`config.mk`:
```
export PLATFORM = sky130hd
export DESIGN_NAME = sgi_irq_ctrl_flat
export DESIGN_NICKNAME = d
export VERILOG_FILES = /design/src/rtl/sgi_irq_ctrl_pkg.sv /design/src/rtl/mem_split32.sv /design/src/rtl/sgi_irq_ctrl_prio_enc.sv /design/src/rtl/sgi_irq_ctrl.sv /design/src/flat_wrapper.sv
export SDC_FILE = /design/constraint.sdc
export NUM_CORES = 1
export LEC_CHECK = 0
export ABC_AREA = 1
export CAP_MARGIN = 20
export CORE_MARGIN = 5
export CORE_UTILIZATION = 41
export CTS_CLUSTER_SIZE = 25
export DETAILED_ROUTE_END_ITERATION = 7
export PLACE_DENSITY = 0.77
export SLEW_MARGIN = 30
export SYNTH_ARGS = -nofsm -noshare
export SYNTH_HDL_FRONTEND = slang
export SYNTH_HIERARCHICAL = 1
export SYNTH_SLANG_ARGS = --single-unit
```
`constraint.sdc`:
```
create_clock -name clk_i -period 1.6 [get_ports clk_i]
set_input_delay 0.24 -clock clk_i [delete_from_list [all_inputs] [get_ports clk_i]]
set_output_delay 0.24 -clock clk_i [all_outputs]
set_load 0.01 [all_outputs]
```
`src/rtl/sgi_irq_ctrl_pkg.sv`:
```
// Shared definitions for the tile interrupt controller.
// Contents:
//   irqc_state_e    delivery FSM states (IDLE, REQ, SERVICE), 2-bit encoding
//                   that is exposed directly in the STATUS register
//   IRQC_*_ADDR     host register offsets (addr[7:0])
package sgi_irq_ctrl_pkg;

  typedef enum logic [1:0] {
    IDLE    = 2'd0,
    REQ     = 2'd1,
    SERVICE = 2'd2
  } irqc_state_e;

  localparam logic [7:0] IRQC_MASK_ADDR = 8'h00;
  localparam logic [7:0] IRQC_PEND_ADDR = 8'h04;
  localparam logic [7:0] IRQC_STAT_ADDR = 8'h08;

endpackage

```
`src/rtl/mem_split32.sv`:
```
// MemSplit32 register-access bus: split request / response channel.
// Signals:
//   req, we, addr, wdata   master -> slave request
//   ack                    slave accepts the request
//   resp, rdata            read response, one beat
interface MemSplit32;
  logic        req;
  logic        we;
  logic [31:0] addr;
  logic [31:0] wdata;
  logic        ack;
  logic        resp;
  logic [31:0] rdata;

  modport Master (output req, output we, output addr, output wdata,
                  input ack, input resp, input rdata);
  modport Slave  (input req, input we, input addr, input wdata,
                  output ack, output resp, output rdata);
endinterface

```
`src/rtl/sgi_irq_ctrl_prio_enc.sv`:
```
// Fixed-priority encoder, purely combinational.
// Ports:
//   vec    N-bit request vector
//   valid  1 when any bit of vec is set
//   idx    index of the lowest set bit (0 when vec is empty)
module irq_prio_enc #(
  parameter int N = 16,
  parameter int W = 4
) (
  input  logic [N-1:0] vec,
  output logic         valid,
  output logic [W-1:0] idx
);

  // Scan from the top down so the lowest set index is the last one written.
  always_comb begin
    valid = |vec;
    idx   = '0;
    for (int i = N - 1; i >= 0; i--) begin
      if (vec[i]) idx = W'(i);
    end
  end

endmodule

```
`src/rtl/sgi_irq_ctrl.sv`:
```
// Per-tile interrupt controller. Merges software-generated interrupts with
// rising-edge external irq lines into a pending set, gates it with a mask,
// and delivers one interrupt at a time to the core via req/ack/eoi.
// Ports:
//   clk_i        clock, all logic on posedge
//   rst_i        synchronous active-low reset
//   host         MemSplit32 slave: 0x0 MASK rw, 0x4 PENDING r / W1C,
//                0x8 STATUS r {code[15:8], state[3:2], req[0]}
//   sgi_req_i    one-cycle SGI strobe, sgi_code_bi selects the line
//   irq_bi       external irq lines, rising-edge triggered
//   irq_req_o    request to the core, irq_code_bo holds the line index
//   irq_ack_i    core accepted the request
//   irq_eoi_i    core finished the handler
// Build option:
//   SGI_IRQ_CTRL_EXT_SYNC_EN  adds a 2-flop synchronizer on irq_bi ahead of
//                             the edge detector (two extra cycles of latency)
module sgi_irq_ctrl
  import sgi_irq_ctrl_pkg::*;
#(
  parameter int                          IRQ_NUM_POW      = 4,
  parameter logic [2**IRQ_NUM_POW-1:0]   IRQ_MASK_DEFAULT = '1
) (
  input  logic                         clk_i,
  input  logic                         rst_i,
  MemSplit32.Slave                     host,
  input  logic                         sgi_req_i,
  input  logic [IRQ_NUM_POW-1:0]       sgi_code_bi,
  input  logic [2**IRQ_NUM_POW-1:0]    irq_bi,
  output logic                         irq_req_o,
  output logic [IRQ_NUM_POW-1:0]       irq_code_bo,
  input  logic                         irq_ack_i,
  input  logic                         irq_eoi_i
);

  localparam int N = 2**IRQ_NUM_POW;

  irqc_state_e            state_q, state_d;
  logic [IRQ_NUM_POW-1:0] code_q, code_d;
  logic [N-1:0]           pending_q, mask_q, irq_hist_q;
  logic [N-1:0]           irq_src, irq_rise, sgi_set, w1c_clr, ack_clr, armed;
  logic                   pick_valid;
  logic [IRQ_NUM_POW-1:0] pick_idx;
  logic                   host_wr, host_rd, resp_q;
  logic [7:0]             host_addr;
  logic [31:0]            rd_data, rdata_q;
  logic                   unused_host;

  assign host_addr   = host.addr[7:0];
  assign host_wr     = host.req & host.we;
  assign host_rd     = host.req & ~host.we;
  assign unused_host = ^{host.addr[31:8], host.wdata};

  assign host.ack    = host.req;
  assign host.resp   = resp_q;
  assign host.rdata  = rdata_q;

`ifdef SGI_IRQ_CTRL_EXT_SYNC_EN
  // External lines may be asynchronous; resynchronize before edge detection.
  logic [N-1:0] sync1_q, sync2_q;

  always_ff @(posedge clk_i) begin
    if (!rst_i) begin
      sync1_q <= '0;
      sync2_q <= '0;
    end else begin
      sync1_q <= irq_bi;
      sync2_q <= sync1_q;
    end
  end

  assign irq_src = sync2_q;
`else
  assign irq_src = irq_bi;
`endif

  assign irq_rise = irq_src & ~irq_hist_q;

  // Set and clear sources for the pending vector. Clears come from the host
  // W1C and from the ack that moves a code into service.
  always_comb begin
    sgi_set = '0;
    ack_clr = '0;
    w1c_clr = '0;
    if (sgi_req_i) sgi_set[sgi_code_bi] = 1'b1;
    if (state_q == REQ && irq_ack_i) ack_clr[code_q] = 1'b1;
    if (host_wr && host_addr == IRQC_PEND_ADDR) w1c_clr = host.wdata[N-1:0];
  end

  // Sets are ORed in after the clears so a same-cycle event is never lost.
  always_ff @(posedge clk_i) begin
    if (!rst_i) begin
      pending_q  <= '0;
      mask_q     <= IRQ_MASK_DEFAULT;
      irq_hist_q <= '0;
    end else begin
      pending_q  <= (pending_q & ~(w1c_clr | ack_clr)) | sgi_set | irq_rise;
      irq_hist_q <= irq_src;
      if (host_wr && host_addr == IRQC_MASK_ADDR) mask_q <= host.wdata[N-1:0];
    end
  end

  assign armed = pending_q & mask_q;

  irq_prio_enc #(
    .N (N),
    .W (IRQ_NUM_POW)
  ) u_prio_enc (
    .vec   (armed),
    .valid (pick_valid),
    .idx   (pick_idx)
  );

  // Delivery FSM state register; the code stays latched until the next pick.
  always_ff @(posedge clk_i) begin
    if (!rst_i) begin
      state_q <= IDLE;
      code_q  <= '0;
    end else begin
      state_q <= state_d;
      code_q  <= code_d;
    end
  end

  // Next-state logic. Once in REQ the code is held even if its mask bit drops.
  always_comb begin
    state_d = state_q;
    code_d  = code_q;
    case (state_q)
      IDLE: begin
        if (pick_valid) begin
          code_d  = pick_idx;
          state_d = REQ;
        end
      end
      REQ:     if (irq_ack_i) state_d = SERVICE;
      SERVICE: if (irq_eoi_i) state_d = IDLE;
      default: state_d = IDLE;
    endcase
  end

  assign irq_req_o   = (state_q == REQ);
  assign irq_code_bo = code_q;

  // Register read mux; unmapped offsets read as zero.
  always_comb begin
    rd_data = '0;
    case (host_addr)
      IRQC_MASK_ADDR: rd_data[N-1:0] = mask_q;
      IRQC_PEND_ADDR: rd_data[N-1:0] = pending_q;
      IRQC_STAT_ADDR: begin
        rd_data[0]                = irq_req_o;
        rd_data[3:2]              = state_q;
        rd_data[8 +: IRQ_NUM_POW] = code_q;
      end
      default: ;
    endcase
  end

  // Reads respond one cycle after the request.
  always_ff @(posedge clk_i) begin
    if (!rst_i) begin
      resp_q  <= 1'b0;
      rdata_q <= '0;
    end else begin
      resp_q <= host_rd;
      if (host_rd) rdata_q <= rd_data;
    end
  end

endmodule

```
`src/flat_wrapper.sv`:
```
// flat-port wrapper written by rule: the top's interface ports become plain ports
module sgi_irq_ctrl_flat import sgi_irq_ctrl_pkg::*;
#(
  parameter int                          IRQ_NUM_POW      = 4,
  parameter logic [2**IRQ_NUM_POW-1:0]   IRQ_MASK_DEFAULT = '1
)
  (clk_i, rst_i, sgi_req_i, sgi_code_bi, irq_bi, irq_req_o, irq_code_bo, irq_ack_i, irq_eoi_i, host_req, host_we, host_addr, host_wdata, host_ack, host_resp, host_rdata);
  MemSplit32 host_i ();
  input  logic clk_i;
  input  logic rst_i;
  input  logic sgi_req_i;
  input  logic [IRQ_NUM_POW-1:0] sgi_code_bi;
  input  logic [2**IRQ_NUM_POW-1:0] irq_bi;
  output logic irq_req_o;
  output logic [IRQ_NUM_POW-1:0] irq_code_bo;
  input  logic irq_ack_i;
  input  logic irq_eoi_i;
  input wire logic [$bits(host_i.req)-1:0] host_req;
  input wire logic [$bits(host_i.we)-1:0] host_we;
  input wire logic [$bits(host_i.addr)-1:0] host_addr;
  input wire logic [$bits(host_i.wdata)-1:0] host_wdata;
  output wire logic [$bits(host_i.ack)-1:0] host_ack;
  output wire logic [$bits(host_i.resp)-1:0] host_resp;
  output wire logic [$bits(host_i.rdata)-1:0] host_rdata;
  assign host_i.req = host_req;
  assign host_i.we = host_we;
  assign host_i.addr = host_addr;
  assign host_i.wdata = host_wdata;
  assign host_ack = host_i.ack;
  assign host_resp = host_i.resp;
  assign host_rdata = host_i.rdata;
  sgi_irq_ctrl #(.IRQ_NUM_POW(IRQ_NUM_POW), .IRQ_MASK_DEFAULT(IRQ_MASK_DEFAULT)) u_core (.clk_i(clk_i), .rst_i(rst_i), .host(host_i), .sgi_req_i(sgi_req_i), .sgi_code_bi(sgi_code_bi), .irq_bi(irq_bi), .irq_req_o(irq_req_o), .irq_code_bo(irq_code_bo), .irq_ack_i(irq_ack_i), .irq_eoi_i(irq_eoi_i));
endmodule
```
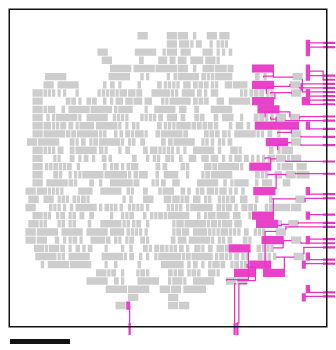
Figure 1: I/O nets highlighted.
Scale bar: 20 µm.
[magenta] host_rdata | direction: output | edge: 29 right, 3 bottom | end cells: 32 | buffers: 16 | wire: 428 µm

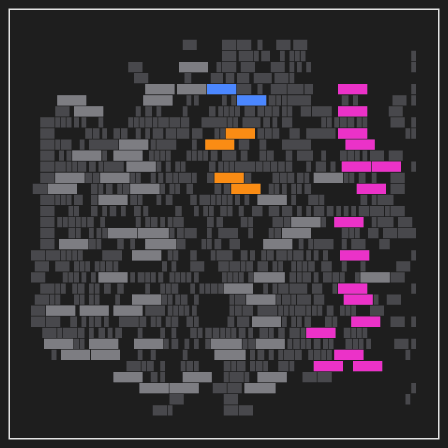
Figure 2: register map, names as in the netlist.
Other sequential cells in the stronger grey, the rest of the logic in the fainter grey.
[orange] u_core/irq_code_bo | placed flops: 4
[blue] u_core/state_q | placed flops: 2
[magenta] u_core/host.rdata | placed flops: 16
Seq/total area: 0.290
fin util: 0.562
register area: 1430 µm²

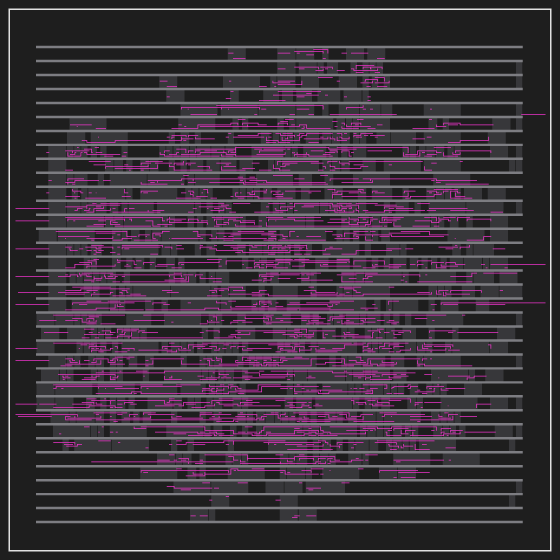
Figure 3: signal wires on met1.
Supply wires on this layer in grey. Cells faint in the background.
share of all routed wire: 42%
nets with wire on the layer: 669
longest straight run: 37.3 µm
wire length on this layer: 4430 µm
via count: 3807
final WL: 10600 µm
grt met1 use: 0.215

cell type report:
type / count / area, µm² / share of cell area
Tap cell: 108 / 135 / 0.0274
Timing Repair Buffer: 107 / 1020 / 0.206
Sequential cell: 71 / 1430 / 0.290
Clock buffer: 14 / 153 / 0.0310
Inverter: 107 / 404 / 0.0820
Clock inverter: 1 / 5.00 / 0.00102
Multi-Input combinational cell: 384 / 1790 / 0.363
sequential cells by signal, summed over array words and instances (netlist names):
name and count:
u_core/mask_q 16, u_core/irq_code_bo 4, u_core/state_q 2, u_core/host.resp 1, u_core/pending_q 16, u_core/host.rdata 16
u_core/irq_hist_q 16
==> impl_metrics.ini <==
; physical design summary
[global_route]
grt_pass1_wl_um = 16900
antenna_found_initial = 0
gr-usage-met2 = 0.326
grt.met3_usage = 0.0524
first_global_vias = 3738

[logic_synthesis]
top_cells_by_area = dfxtp_1 (38%), nand2_1 (16%), inv_1 (9.9%)
ys_area_um2 = 3710
async_reset_ff_frac = 0
most_common_cell = nand2_1
synth_area_um2 = 3710
xor_share = 0
yosysWarnings = 6
ff_type = dfxtp_1
synth_seq_share = 0.383
simple_gate_area_frac = 0.328
synthMuxAreaShare = 0
synth_cells = 577
synth-adder-area-share = 0

[min_path]
hold_depth = 3
min_from = irq_bi[11]
hp-class = input port to flop

[drt]
dr.pass1.iters = 5
wl_met2_um = 5120
drt.antenna.violating_nets = 0
met3_length_um = 809
topRoutingLayerUsed = met4
vias_per_cell = 4.81

[clock_network]
root_buffer = clkbuf_8
cts.path.max_buffers = 2
h-tree-depth = 3

[timing]
hold_viol_final = 0
hold_ws_ns = 0.446
setup_viol = 2
finalSetupTns_ns = -0.0448
drv_slew = 0
fin_crit_ns = 1.62
rsz0062_at_grt = true
layout_setup_ws_ns = -0.0225

[finish]
final_cell_count_no_fill = 792
syn_to_final_growth_pct = 32.8
stdcell_area_um2 = 4930
diodes = 0

[critical_path]
rrSetupSlack_ns = -0.02
cp-endpoint = u_core/irq_code_bo[0]
r2r_start = u_core/mask_q[13]
cp-startpoint = u_core/mask_q[13]
critical_path_depth = 18
critical_path.max_fanout = 3
cpMostUsedCell = nand2_1
end_kind = flop
ff2ff_path_depth = 18

[power]
p_per_area_nw_per_um2 = 800
switching_share = 0.285
pg_comb_w = 0.000826
pwr-share-comb = 0.210
finalPower_w = 0.00394
seq_power_w = 0.00191
clk-power_w = 0.00120
power_leader = sequential cells
p_seq_frac = 0.485
p_leak_nw = 2.53

[floorplan]
die_width_um = 105
coreArea_um2 = 8760
num_io_pins = 130
dieArea_um2 = 11100

[status]
violations = negative setup slack
outcome = complete, but fails checks

[placed_design]
dp_hpwl_um = 8090

[run]
maxCapViolCount = 0
No activity file was given, so power comes from the tool's default toggle rates.
